`config.mk`:
```
export PLATFORM = sky130hd
export DESIGN_NAME = hand_reader
export DESIGN_NICKNAME = d
export VERILOG_FILES = /design/src/rtl/card_pkg.sv /design/src/rtl/hand_slot_bank.sv /design/src/rtl/hand_reader.sv
export SDC_FILE = /design/constraint.sdc
export NUM_CORES = 1
export LEC_CHECK = 0
export CAP_MARGIN = 20
export CORE_MARGIN = 4
export CORE_UTILIZATION = 40
export CTS_BUF_LIST = sky130_fd_sc_hd__clkbuf_4 sky130_fd_sc_hd__clkbuf_8
export CTS_CLUSTER_DIAMETER = 100
export DETAILED_ROUTE_END_ITERATION = 10
export GPL_ROUTABILITY_DRIVEN = 0
export PLACE_DENSITY = 0.62
export SYNTH_ARGS = -nofsm -noshare
export SYNTH_HDL_FRONTEND = slang
export SYNTH_SLANG_ARGS = --single-unit
export TNS_END_PERCENT = 1
```
`constraint.sdc`:
```
create_clock -name clka -period 2.3 [get_ports clka]
set_input_delay 0.69 -clock clka [delete_from_list [all_inputs] [get_ports clka]]
set_output_delay 0.69 -clock clka [all_outputs]
set_load 0.05 [all_outputs]
```
`src/rtl/card_pkg.sv`:
```
// card_pkg: card-deal constants, state encoding and popcount helper
package card_pkg;
    localparam int CARDS  = 4;
    localparam int CARD_W = 6;
    typedef logic [CARD_W-1:0]       card_t;
    typedef logic [CARDS*CARD_W-1:0] hand_t;
    localparam card_t LOW_CARD   = 6'b000011;
    localparam card_t EMPTY_CARD = 6'b000000;
    localparam logic [1:0] IDLE  = 2'd0;
    localparam logic [1:0] LOAD  = 2'd1;
    localparam logic [1:0] READY = 2'd2;
    localparam logic [1:0] OVER  = 2'd3;
    localparam logic PLAYER   = 1'b0;
    localparam logic COMPUTER = 1'b1;
    function automatic logic [2:0] popcount(input logic [CARDS-1:0] m);
        popcount = 3'd0;
        for (int k = 0; k < CARDS; k++) popcount = popcount + {2'b0, m[k]};
    endfunction
endpackage

```
`src/rtl/hand_slot_bank.sv`:
```
// hand_slot_bank: one side's four card slots, live-card mask and remaining count
module hand_slot_bank
    import card_pkg::*;
(
    input  logic       clka,
    input  logic       restart_n,
    input  logic       clear,
    input  logic       load,
    input  logic       clear_slot,
    input  logic [1:0] slot_sel,
    input  hand_t      cards,
    output card_t      card,
    output logic       valid,
    output logic [2:0] count,
    output logic       has_low
);
    card_t            r_card [CARDS];
    logic [CARDS-1:0] r_mask;
    logic [2:0]       r_count;
    logic [CARDS-1:0] w_in_mask;
    logic [CARDS-1:0] w_low;

    for (genvar g = 0; g < CARDS; g++) begin : g_slot
        assign w_in_mask[g] = cards[g*CARD_W +: CARD_W] != EMPTY_CARD;
        assign w_low[g]     = r_card[g] == LOW_CARD;
    end

    assign card    = r_card[slot_sel];
    assign valid   = r_mask[slot_sel];
    assign count   = r_count;
    assign has_low = |w_low;

    // capture a dealt hand, or retire one played slot
    always_ff @(posedge clka or negedge restart_n) begin
        if (!restart_n) begin
            for (int k = 0; k < CARDS; k++) r_card[k] <= EMPTY_CARD;
            r_mask  <= '0;
            r_count <= 3'd0;
        end else if (clear) begin
            for (int k = 0; k < CARDS; k++) r_card[k] <= EMPTY_CARD;
            r_mask  <= '0;
            r_count <= 3'd0;
        end else if (load) begin
            for (int k = 0; k < CARDS; k++) r_card[k] <= cards[k*CARD_W +: CARD_W];
            r_mask  <= w_in_mask;
            r_count <= popcount(w_in_mask);
        end else if (clear_slot && r_mask[slot_sel]) begin
            r_mask[slot_sel] <= 1'b0;
            r_count          <= (r_count != 3'd0) ? r_count - 3'd1 : r_count;
        end
    end
endmodule

```
`src/rtl/hand_reader.sv`:
```
// hand_reader: captures dealt hands and arbitrates turn-ordered card plays
module hand_reader
    import card_pkg::*;
(
    input  logic       clka,
    input  logic       restart_n,
    input  logic       deal_done,
    input  hand_t      player_cards,
    input  hand_t      comp_cards,
    input  logic       new_game,
    input  logic       play_req,
    input  logic       play_who,
    input  logic [1:0] play_slot,
    input  logic       play_pass,
    output logic       hands_valid,
    output logic       turn,
    output logic       play_ack,
    output card_t      play_card,
    output logic       play_err,
    output logic [2:0] player_left,
    output logic [2:0] comp_left,
    output logic       game_over,
    output logic       winner
);
    logic [1:0] r_state;
    logic       r_deal_q, r_turn, r_ack, r_err, r_winner;
    card_t      r_card;
    logic       w_rise, w_load, w_accept, w_play, w_last;
    card_t      w_p_card, w_c_card, w_card;
    logic       w_p_valid, w_c_valid, w_valid, w_p_low, w_c_low;
    logic [2:0] w_p_count, w_c_count, w_count;

    assign w_rise   = deal_done & ~r_deal_q;
    assign w_load   = (r_state == IDLE) & w_rise;
    assign w_card   = play_who ? w_c_card  : w_p_card;
    assign w_valid  = play_who ? w_c_valid : w_p_valid;
    assign w_count  = play_who ? w_c_count : w_p_count;
    assign w_accept = (r_state == READY) & play_req & (play_who == r_turn) & (play_pass | w_valid);
    assign w_play   = w_accept & ~play_pass;
    assign w_last   = w_play & (w_count == 3'd1);

    hand_slot_bank u_player (
        .clka(clka), .restart_n(restart_n), .clear(new_game), .load(w_load),
        .clear_slot(w_play & (play_who == PLAYER)), .slot_sel(play_slot), .cards(player_cards),
        .card(w_p_card), .valid(w_p_valid), .count(w_p_count), .has_low(w_p_low)
    );

    hand_slot_bank u_comp (
        .clka(clka), .restart_n(restart_n), .clear(new_game), .load(w_load),
        .clear_slot(w_play & (play_who == COMPUTER)), .slot_sel(play_slot), .cards(comp_cards),
        .card(w_c_card), .valid(w_c_valid), .count(w_c_count), .has_low(w_c_low)
    );

    // game sequencing, turn order and one-cycle ack/err responses
    always_ff @(posedge clka or negedge restart_n) begin
        if (!restart_n) begin
            r_state  <= IDLE;
            r_deal_q <= 1'b0;
            r_turn   <= PLAYER;
            r_ack    <= 1'b0;
            r_err    <= 1'b0;
            r_winner <= PLAYER;
            r_card   <= EMPTY_CARD;
        end else begin
            r_deal_q <= deal_done;
            r_ack    <= ~new_game & w_accept;
            r_err    <= ~new_game & play_req & ~w_accept;
            if (new_game) begin
                r_state  <= IDLE;
                r_turn   <= PLAYER;
                r_winner <= PLAYER;
            end else if (r_state == IDLE) begin
                if (w_rise) r_state <= LOAD;
            end else if (r_state == LOAD) begin
                r_turn   <= w_c_low & ~w_p_low;
                r_state  <= (w_p_count == 3'd0 || w_c_count == 3'd0) ? OVER : READY;
                r_winner <= (w_p_count != 3'd0) & (w_c_count == 3'd0);
            end else if (r_state == READY && w_accept) begin
                r_turn <= ~r_turn;
                if (w_play) r_card <= w_card;
                if (w_last) begin
                    r_state  <= OVER;
                    r_winner <= play_who;
                end
            end
        end
    end

    assign hands_valid = r_state == READY;
    assign game_over   = r_state == OVER;
    assign turn        = r_turn;
    assign play_ack    = r_ack;
    assign play_err    = r_err;
    assign play_card   = r_card;
    assign winner      = r_winner;
    assign player_left = w_p_count;
    assign comp_left   = w_c_count;
endmodule

```
### Congestion heat map, run 1

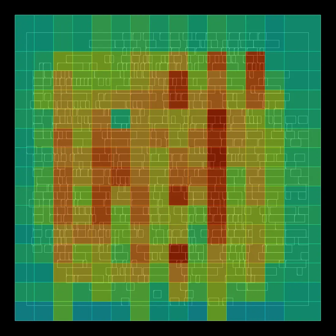
Post-Route Utilization: 59.2%
detailed-route wire length per cell: 16.5 µm
met3 routing resource usage after global routing: 2.88%
met2 track demand over resource: 34.0%

### Cell classes on the final placement, run 1

The bar under the picture is 20 µm long.
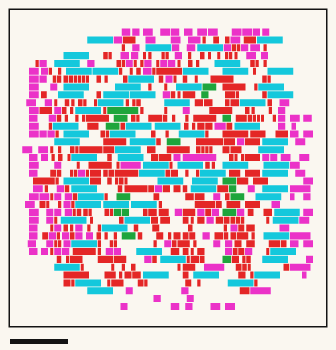
Key: remaining buffers and delay cells = magenta [cells 156, share of their area 25%]; registers = cyan [cells 75, share of their area 33%]; remaining logic cells = red [cells 333, share of their area 39%]; clock drivers and dummy loads = green [cells 16, share of their area 3.5%]

### Cells by drive strength, run 1

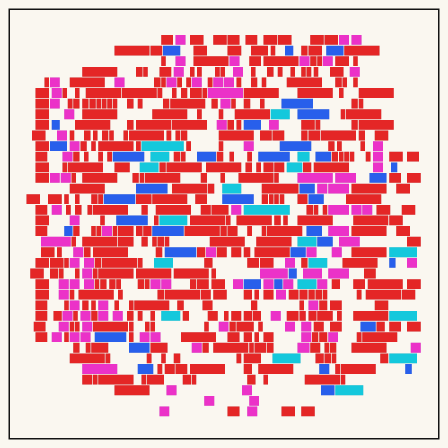
Key: x6 and larger = cyan [cells 19]; x3 and x4 = magenta [cells 99]; x2 = blue [cells 38]; x1 and smaller = red [cells 424]

### Signal metal coverage by tile, run 1

The bar under the picture is 20 µm long. The die is cut into 22 by 22 equal tiles; dark purple is low, yellow is high, scaled to the fullest tile. Values are wire area over tile area, all layers added.
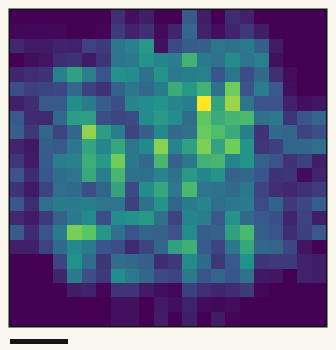
The mean over all tiles is 0.15. 13% of the tiles are over half the peak. The fullest tile reaches 0.59. The densest ninth of the die: center.
Post-Route WL: 11700 µm
Total Routing Usage GR: 20.5%
vias after detailed routing: 3820

==> reports/results.md, run 1 <==
| Step | Item | This run |
|:---|:---|:---|
| status | Outcome | finished, final reports clean |
| clocking | Clock sink total | 75 |
| critical path | CP endpoint kind | register |
| route | M1 wire length | 5260 µm |
| timing | Setup WS post-layout | 0.0207 ns |
| power | Clock net power | 1.04 mW |
| floorplan | Row count | 36 |
| global route | Maximum number of pins on one net before global-route repair | 76 |
| power | Comb pwr share | 22.1% |
| power | Fraction of power spent switching nets | 30.4% |
| timing | Post-layout period usage of the worst path | 99.1% |
| layout | Sequential Area | 1880 µm² |
| critical path | Worst R2R Path Depth | 4 |
| power | Combinational logic power | 713 µW |
| power | Final total power | 3.22 mW |
| critical path | Worst reg2reg endpoint | play_card[0] |
| route | Met2 WL | 5730 µm |
| critical path | Critical Path Fanout Max | 2 |
| global route | Met1 usage | 28.3% |
| route | Number of DRC markers after the initial detailed-route iteration | 133 |
| placed design | Placed cell areas | 5500 µm² |
| critical path | Start-to-end type of the worst setup path | input pin to register |
| worst hold path | Class of the worst hold path | input pin to async pin |
| global route | Global-route congestion overflow total | 0 |
| clocking | Root buf cell | sky130_fd_sc_hd__clkbuf_8 |
| power | Leakage | 2.54 nW |
| floorplan | Initial core utilization | 41.7% |
| layout | Share of layout cells above drive strength 1 | 26.9% |
| critical path | Most used cell, CP | sky130_fd_sc_hd__buf_4 |
| power | Clk network pwr share | 32.4% |
| layout | Summed area of non-filler cells in the final layout | 5870 µm² |
| critical path | Highest cell delay on the worst timing path | 0.45 ns |
| route | Met3 wire len | 528 µm |
| power | Largest power group | registers |
| power | Net Switching | 979 µW |
| placed design | Number of placed instances, taps included | 686 |
| global route | Number of antenna violations at the first check in global routing | 0 |
| clocking | Clock transition at the registers of the reported paths | 0.08 ns |
| timing | Worst Skew | 0.00974 ns |
| power | Total power per unit cell area | 548 nW/µm² |
| floorplan | Die y size | 110 µm |
| yosys | Synth async-reset ratio | 100% |
| yosys | # Cells Yosys | 436 |
-- run 1: kinds of logic (layout without fill, tap and decap cells) --
logic type | Yosys count | in the layout | share of synthesized area, %
xor gates and xnor gates | 2 | 2 | 0.424
and+or+nand+nor | 197 | 197 | 22.3
buffers and inverters | 36 | 180 | 3.78
muxes | 30 | 30 | 12.5
AOI/OAI and AO/OA | 86 | 86 | 12.3
adders and majority gates | 10 | 10 | 3.39
DFF | 75 | 75 | 45.4
-- run 1: cell usage after synthesis (all sizes together) (2+ instances only) --
cell	number	area [µm²]
a211oi	2	15.0
a21oi	60	300
a311oi	2	17.5
a31oi	3	18.8
and2	2	12.5
and3	2	12.5
buf	10	58.8
clkbuf	18	67.6
dfrtp	75	1880
fa	2	40.0
ha	8	100
inv	8	30.0
mux2	14	180
mux2i	4	40.0
mux4	12	295
nand2	117	439
nand2b	7	43.8
nand3	3	15.0
nand3b	5	37.5
nand4	2	12.5
nor2	24	92.6
nor3	8	40.0
nor4	10	62.6
nor4b	3	26.3
o211ai	6	45.0
o21ai	3	15.0
o22ai	2	25.0
o311ai	2	17.5
o31a	2	17.5
or4	2	15.0
or4bb	4	45.0
-- run 1: final cells by class --
cell class	count	area share (%)
multi-input cells	325	37.3
flip-flops and latches	75	32.0
repair buffers	156	23.9
well taps	133	2.84
clock buffers	9	2.11
clock inverters	7	1.32
inverters	8	0.512
-- run 1: worst max path at each step --
stage / from / cells after the start / endpoint
floorplan: play_slot[1] / 6 / play_card[0]
global placement: comp_cards[2] / 7 / u_comp.count[0]
detailed placement: comp_cards[9] / 7 / u_comp.count[0]
CTS: comp_cards[0] / 7 / u_comp.count[0]
global route: comp_cards[6] / 13 / u_comp.r_mask[1]
finish: comp_cards[11] / 13 / u_comp.r_mask[1]
==> run 1 -> run 2 <==
--- a/config.mk
+++ b/config.mk
@@ -7,12 +7,13 @@
 export LEC_CHECK = 0
 export CAP_MARGIN = 20
 export CORE_MARGIN = 4
-export CORE_UTILIZATION = 40
+export CORE_UTILIZATION = 35
 export CTS_BUF_LIST = sky130_fd_sc_hd__clkbuf_4 sky130_fd_sc_hd__clkbuf_8
 export CTS_CLUSTER_DIAMETER = 100
 export DETAILED_ROUTE_END_ITERATION = 10
 export GPL_ROUTABILITY_DRIVEN = 0
-export PLACE_DENSITY = 0.62
+export PLACE_DENSITY = 0.55
+export SETUP_SLACK_MARGIN = 0.5
 export SYNTH_ARGS = -nofsm -noshare
 export SYNTH_HDL_FRONTEND = slang
 export SYNTH_SLANG_ARGS = --single-unit
### I/O nets highlighted, run 2

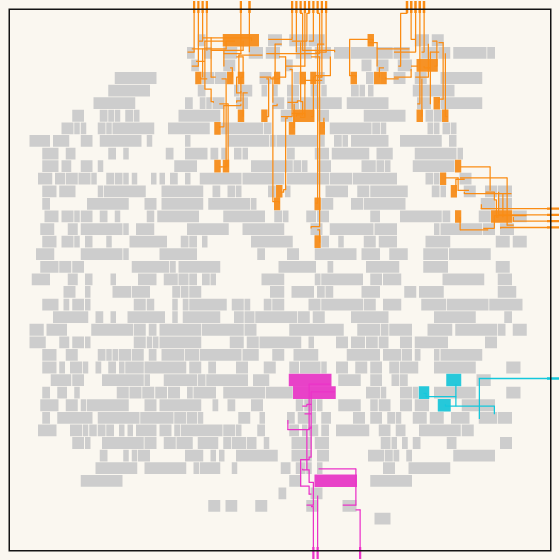
Key: player_cards = orange [bits 24, direction input, end cells 32, buffers 45, wire 880 µm]; play_req = cyan [bits 1, direction input, end cells 3, buffers 1, wire 48.7 µm]; player_left = magenta [bits 3, direction output, end cells 3, buffers 3, wire 126 µm]
number of input and output port buffers inserted: 74
Boundary Pins: 75

### Congestion heat map, run 2

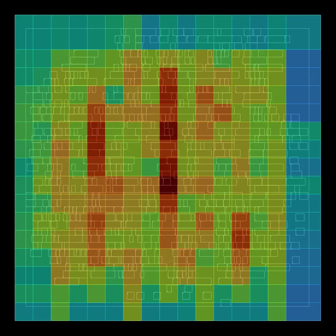
Total Routing Usage GR: 18.3%
met2 track demand over resource: 29.3%
most heavily used metal layer in global routing: met2

==> run 2 against run 1 <==
  * Clock power fell by 8%
  * Register-to-register slack improved by 0.07 ns
  * Total power shrank 2.0%
  * Largest power group unchanged
==> reports/results.md, run 2 <==
| Step | Item | This run |
|:---|:---|:---|
| job | Number of OpenROAD warnings | 31 |
| yosys | Most common cell in the netlist | sky130_fd_sc_hd__nand2_1 |
| critical path | Startpoint of the most critical setup path | comp_cards[14] |
| layout | Sequential Area | 1880 µm² |
| route | Met2 WL | 5890 µm |
| critical path | R2R Setup Slk | 0.30 ns |
| global route | Maximum number of pins on one net before global-route repair | 76 |
| clocking | CTS max path bufs | 2 |
| yosys | Number of enable flip-flop cells | 0 |
| global route | Number of antenna violations at the first check in global routing | 0 |
| timing | Finish-stage setup viols | 0 |
| yosys | Proportion of netlist area held by the largest area contributor | 45.4% |
| layout | Signal buf overhead | 23.9% |
| layout | Multi-input gate area | 2280 µm² |
| layout | P&R area growth vs syn | 44.4% |
| yosys | # Cells Yosys | 436 |
| route | Detailed-route wire length per cell | 16.7 µm |
| yosys | Top post-synthesis cells by area | sky130_fd_sc_hd__dfrtp_1 (45%), sky130_fd_sc_hd__nand2_1 (11%), sky130_fd_sc_hd__a21oi_1 (7.3%) |
| critical path | Worst R2R Path Depth | 4 |
| critical path | Critical Path Sink | u_comp.count[0] |
| layout | Inverters, non-clock | 8 |
| layout | Flop count | 75 |
| timing | Worst Skew | 0.00918 ns |
| critical path | CP endpoint kind | register |
| route | M1 wire length | 5340 µm |
| yosys | Total nets after synthesis | 503 |
| layout | Count of inserted antenna diode cells | 0 |
| critical path | Count of cell instances traversed by the critical path | 6 |
| route | Post-detailed-route count of antenna-violating nets | 0 |
| yosys | Chip area line of the yosys report | 4140 µm² |
| critical path | Worst reg2reg endpoint | play_card[3] |
| critical path | Cell with the largest stage delay on the worst path | sky130_fd_sc_hd__fa_1 |
| timing | Worst-margin pin slew | 0.499 ns |
| yosys | Commonest cells in the netlist | sky130_fd_sc_hd__nand2_1 (117), sky130_fd_sc_hd__dfrtp_1 (75), sky130_fd_sc_hd__a21oi_1 (60) |
| route | Count of TritonRoute iterations in the first routing pass | 4 |
| timing | Post-layout period usage of the worst path | 90.2% |
| critical path | Worst path required time | 2.53 ns |
| clocking | CTS H-Tree Depth | 3 |
| route | Post-Route WL | 12200 µm |
| route | Number of DRC markers after the initial detailed-route iteration | 225 |
| clocking | CTS tree | done |
| yosys | Flip-flop cell with the highest count after synthesis | sky130_fd_sc_hd__dfrtp_1 |
| global route | Met3 routing resource usage after global routing | 3.78% |
| floorplan | Die y size | 117 µm |
| timing | Final Max Slew Viols | 0 |
| global route | Met1 usage | 25.0% |
| layout | Largest cell class | combinational gates |
| floorplan | Die outline width | 117 µm |
| layout | Share of layout cells above drive strength 1 | 32.7% |
| power | Final total power | 3.15 mW |
| job | Number of max-cap violations | 0 |
| power | Total power per unit cell area | 528 nW/µm² |
| layout | Repair and plain buffers | 164 |
| clocking | Clock transition at the registers of the reported paths | 0.08 ns |
| critical path | Highest cell delay on the worst timing path | 0.54 ns |
| clocking | Clock sink total | 75 |
| route | Met3 wire len | 689 µm |
| layout | Multi-In Gates | 325 |
| floorplan | Row count | 39 |
| power | Max VDD drop | 0.247 mV |
| yosys | Synth async-reset ratio | 100% |
| layout | Seq/total area | 31.4% |
| global route | Global-route congestion overflow total | 0 |
| layout | Area fraction of clock buffers and clock inverters | 3.06% |
| layout | # clk buffers | 12 |
| layout | Multi-input gate share of the layout cell area | 38.2% |
| timing | Final hold violation count | 0 |
| yosys | Cell type with the largest total area after synthesis | sky130_fd_sc_hd__dfrtp_1 |
| critical path | Endpoint arrival time on the critical path | 2.30 ns |
| clocking | Root buf cell | sky130_fd_sc_hd__clkbuf_8 |
| global route | Vias in the first global route | 3804 |
| status | Outcome | finished, final reports clean |
| timing | Setup repair after global routing missed its margin | yes |
| critical path | Start-to-end type of the worst setup path | input pin to register |
| yosys | Count of distinct cell types in the synthesized netlist | 52 |
| critical path | Critical Path Fanout Max | 2 |
| power | Leakage | 2.68 nW |
| layout | Filler cell count | 1087 |
| floorplan | Number of tap cells inserted | 143 |
| worst hold path | Class of the worst hold path | input pin to async pin |
| critical path | CP bufs+invs | 1 |
| global route | Wire length of the first global-routing pass | 19200 µm |
| floorplan | Initial core utilization | 36.1% |
| route | Vias after detailed routing | 3781 |
### Signal metal coverage by tile, run 2

The bar under the picture is 20 µm long. The die is cut into 23 by 23 equal tiles; dark purple is low, yellow is high, scaled to the fullest tile. Values are wire area over tile area, all layers added.
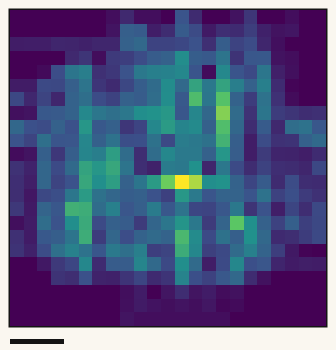
The mean over all tiles is 0.14. The fullest tile reaches 0.65. The densest ninth of the die: center.

run 2: cell types whose count changed in the layout (fill, tap and decap cells not counted), moves of 3 or more:
cell,before,now
sky130_fd_sc_hd__clkdlybuf4s50_1,42,9
sky130_fd_sc_hd__clkdlybuf4s15_1,1,4
sky130_fd_sc_hd__buf_4,82,89
sky130_fd_sc_hd__nand2_2,3,7
sky130_fd_sc_hd__buf_2,2,11
sky130_fd_sc_hd__buf_6,1,7
sky130_fd_sc_hd__dlygate4sd2_1,19,30
sky130_fd_sc_hd__nand2_1,114,110
run 2: power by group:
part | internal [mW] | total [mW] | switching [mW]
Clock | 0.459 | 0.956 | 0.497
Combinational | 0.347 | 0.734 | 0.387
Sequential | 1.39 | 1.46 | 0.0695
Total | 2.20 | 3.15 | 0.953
run 2: per-stage QoR:
| step | std cells | setup slack, ns | area [µm²] | util (%) | setup TNS [ns] |
|---|---|---|---|---|---|
| floorplan | 436 | 0.00426 | 4140 | - | 0 |
| global placement | 702 | -0.548 | 5580 | 48.6 | -8.97 |
| detailed placement | 702 | -0.570 | 5580 | 48.6 | -9.40 |
| CTS | 728 | 0.224 | 5880 | 51.3 | 0 |
| global route | 730 | 0.212 | 5970 | 52.1 | 0 |
| finish | 730 | 0.226 | 5970 | 52.1 | 0 |
run 2: logic make-up after synthesis:
family	after synthesis	share of synthesized area, %
flops	75	45.4
buf+inv	36	3.78
compound gates	86	12.3
mux	30	12.5
xor+xnor	2	0.424
fa+ha+maj	10	3.39
simple gates	197	22.3
run 2: repair_timing:
item,4_1_cts,5_1_grt
gates resized,127,30
pin swaps,29,27
buffers inserted,10,2
hold endpoints to repair,0,0
hold buffers,0,0
gates cloned,1,0
endpoints found under the setup margin,37,82
==> run 2 -> run 3 <==
--- a/config.mk
+++ b/config.mk
@@ -17,4 +17,3 @@
 export SYNTH_ARGS = -nofsm -noshare
 export SYNTH_HDL_FRONTEND = slang
 export SYNTH_SLANG_ARGS = --single-unit
-export TNS_END_PERCENT = 1
### I/O nets highlighted, run 3

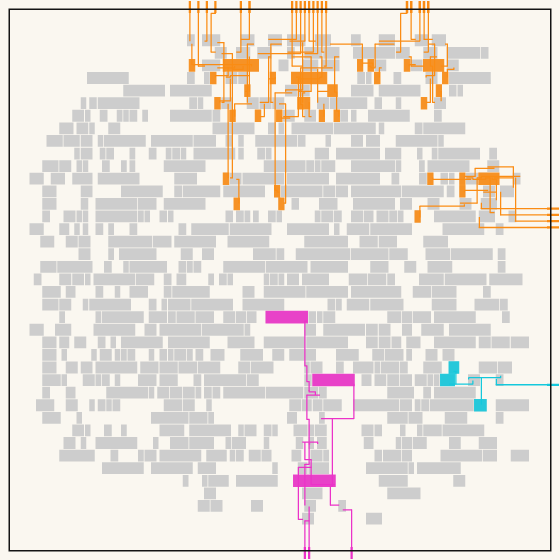
Key: play_req = cyan [bits 1, direction input, end cells 3, buffers 2, wire 34.7 µm]; player_cards = orange [bits 24, direction input, end cells 32, buffers 44, wire 770 µm]; player_left = magenta [bits 3, direction output, end cells 3, buffers 3, wire 143 µm]

### Signal metal coverage by tile, run 3

The bar under the picture is 20 µm long. The die is cut into 23 by 23 equal tiles; dark purple is low, yellow is high, scaled to the fullest tile. Values are wire area over tile area, all layers added.
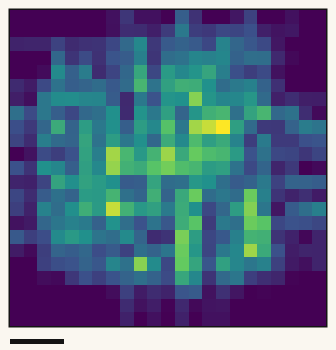
Total Routing Usage GR: 18.6%
detailed-route wire length per cell: 17.5 µm

==> run 3 against run 2 <==
  * Die area unchanged
  * Sequential cell count unchanged
  * Non-clock buffer count rose by 6
  * Synthesized cell count unchanged
  * Largest power group unchanged
  * Via count grew 1.5%
  * Highest routed layer unchanged
==> reports/results.md, run 3 <==
| Step | Item | This run |
|:---|:---|:---|
| timing | Setup TNS after final layout | 0 ns |
| route | Met2 WL | 6200 µm |
| layout | Sequential Area | 1880 µm² |
| critical path | CP endpoint kind | register |
| power | Final total power | 3.38 mW |
| critical path | Start-to-end type of the worst setup path | input pin to register |
| floorplan | Row count | 39 |
| global route | Wire length of the first global-routing pass | 19700 µm |
| floorplan | Die y size | 117 µm |
| timing | Setup repair after global routing missed its margin | yes |
| layout | Count of inserted antenna diode cells | 0 |
| global route | Met2 track demand over resource | 30.3% |
| floorplan | Die outline width | 117 µm |
| placed design | Number of input and output port buffers inserted | 74 |
| route | Met3 wire len | 666 µm |
| power | Max VDD drop | 0.248 mV |
| yosys | Synth async-reset ratio | 100% |
| yosys | Chip area line of the yosys report | 4140 µm² |
| timing | Worst-margin pin slew | 0.536 ns |
| floorplan | Boundary Pins | 75 |
| critical path | CP bufs+invs | 11 |
| route | Count of TritonRoute iterations in the first routing pass | 4 |
| critical path | Worst path required time | 2.52 ns |
| clocking | Root buf cell | sky130_fd_sc_hd__clkbuf_8 |
| global route | Vias in the first global route | 3936 |
| layout | Post-Route Utilization | 54.2% |
| job | Number of OpenROAD warnings | 31 |
| route | Post-detailed-route count of antenna-violating nets | 0 |
| global route | Met1 usage | 25.4% |
| floorplan | Initial core utilization | 36.1% |
| global route | Global-route congestion overflow total | 0 |
| status | Outcome | finished, final reports clean |
| yosys | Count of distinct cell types in the synthesized netlist | 52 |
| global route | Maximum number of pins on one net before global-route repair | 76 |
| job | Number of max-cap violations | 0 |
| yosys | Proportion of netlist area held by the largest area contributor | 45.4% |
| clocking | Hold_buf cts | 0 |
| yosys | Top post-synthesis cells by area | sky130_fd_sc_hd__dfrtp_1 (45%), sky130_fd_sc_hd__nand2_1 (11%), sky130_fd_sc_hd__a21oi_1 (7.3%) |
| clocking | Clock sink total | 75 |
| route | Number of DRC markers after the initial detailed-route iteration | 189 |
| critical path | Highest cell delay on the worst timing path | 0.28 ns |
| placed design | Worst slack at placement | -0.581 ns |
| layout | Share of layout cells above drive strength 1 | 37.0% |
| placed design | Placed cell areas | 5560 µm² |
| clocking | CTS H-Tree Depth | 3 |
| power | Total power per unit cell area | 543 nW/µm² |
| placed design | Number of placed instances, taps included | 698 |
| timing | Final Max Slew Viols | 0 |
| layout | Non-filler cells in the finished layout | 737 |
| yosys | Most common cell in the netlist | sky130_fd_sc_hd__nand2_1 |
| timing | Post-layout period usage of the worst path | 92.4% |
| layout | Multi-input gate area | 2380 µm² |
| global route | Most heavily used metal layer in global routing | met2 |
### Cells by drive strength, run 3

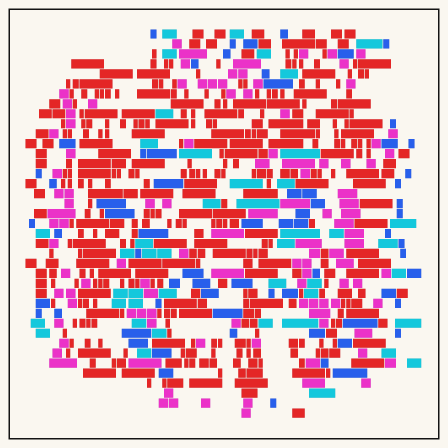
Key: x2 = blue [cells 67]; x3 and x4 = magenta [cells 109]; x1 and smaller = red [cells 374]; x6 and larger = cyan [cells 44]
Setup WS post-layout: 0.174 ns
P&R area growth vs syn: 50.3%
summed area of non-filler cells in the final layout: 6220 µm²
Repair and plain buffers: 170

-- run 3: cell types whose count changed in the layout (fill, tap and decap cells not counted), moves of 4 or more --
cell and delta:
sky130_fd_sc_hd__buf_4 -8, sky130_fd_sc_hd__buf_2 +5, sky130_fd_sc_hd__dlygate4sd2_1 -9, sky130_fd_sc_hd__buf_6 +17, sky130_fd_sc_hd__clkinv_2 +4
-- run 3: cells by family after synthesis --
family          share of synthesized area [%]
mux                                      12.5
compound gates                           12.3
xor+xnor                                0.424
simple gates                             22.3
flops                                    45.4
buf+inv                                  3.78
fa+ha+maj                                3.39
-- run 3: where the power goes --
part | leakage (nW) | internal [mW] | switching [mW]
sequential | 1.02 | 1.39 | 0.0733
clock | 0.113 | 0.616 | 0.490
combinational | 1.63 | 0.382 | 0.421
-- run 3: cell type report --
type                            count  area share, %
Multi-Input combinational cell    325           38.3
Sequential cell                    75           30.2
Timing Repair Buffer              170           24.7
Tap cell                          143           2.88
Clock buffer                       10           2.11
Clock inverter                      6           1.29
Inverter                            8          0.483
-- run 3: worst paths after layout --
kind,startpoint,to,slack [ns],depth (start not counted)
worst max register to register,r_state[0],play_card[4],0.29,4
worst max-delay path,comp_cards[6],u_comp.r_mask[1],0.17,15
worst min register to register,play_card[0],play_card[0],0.52,1
max in group asynchronous,restart_n,u_comp.r_card[6],1.62,2
min in group clka,play_card[0],play_card[0],0.52,1
worst min-delay path,restart_n,u_player.r_card[9],0.36,2
-- run 3: timing repair --
| item | CTS | global route |
|---|---|---|
| endpoints found under the setup margin | 47 | 76 |
| pin swaps | 33 | 20 |
| gates cloned | 1 | 2 |
| gates resized | 184 | 52 |
| setup buffers | 17 | 3 |
Power is estimated from default activity; no workload was simulated.
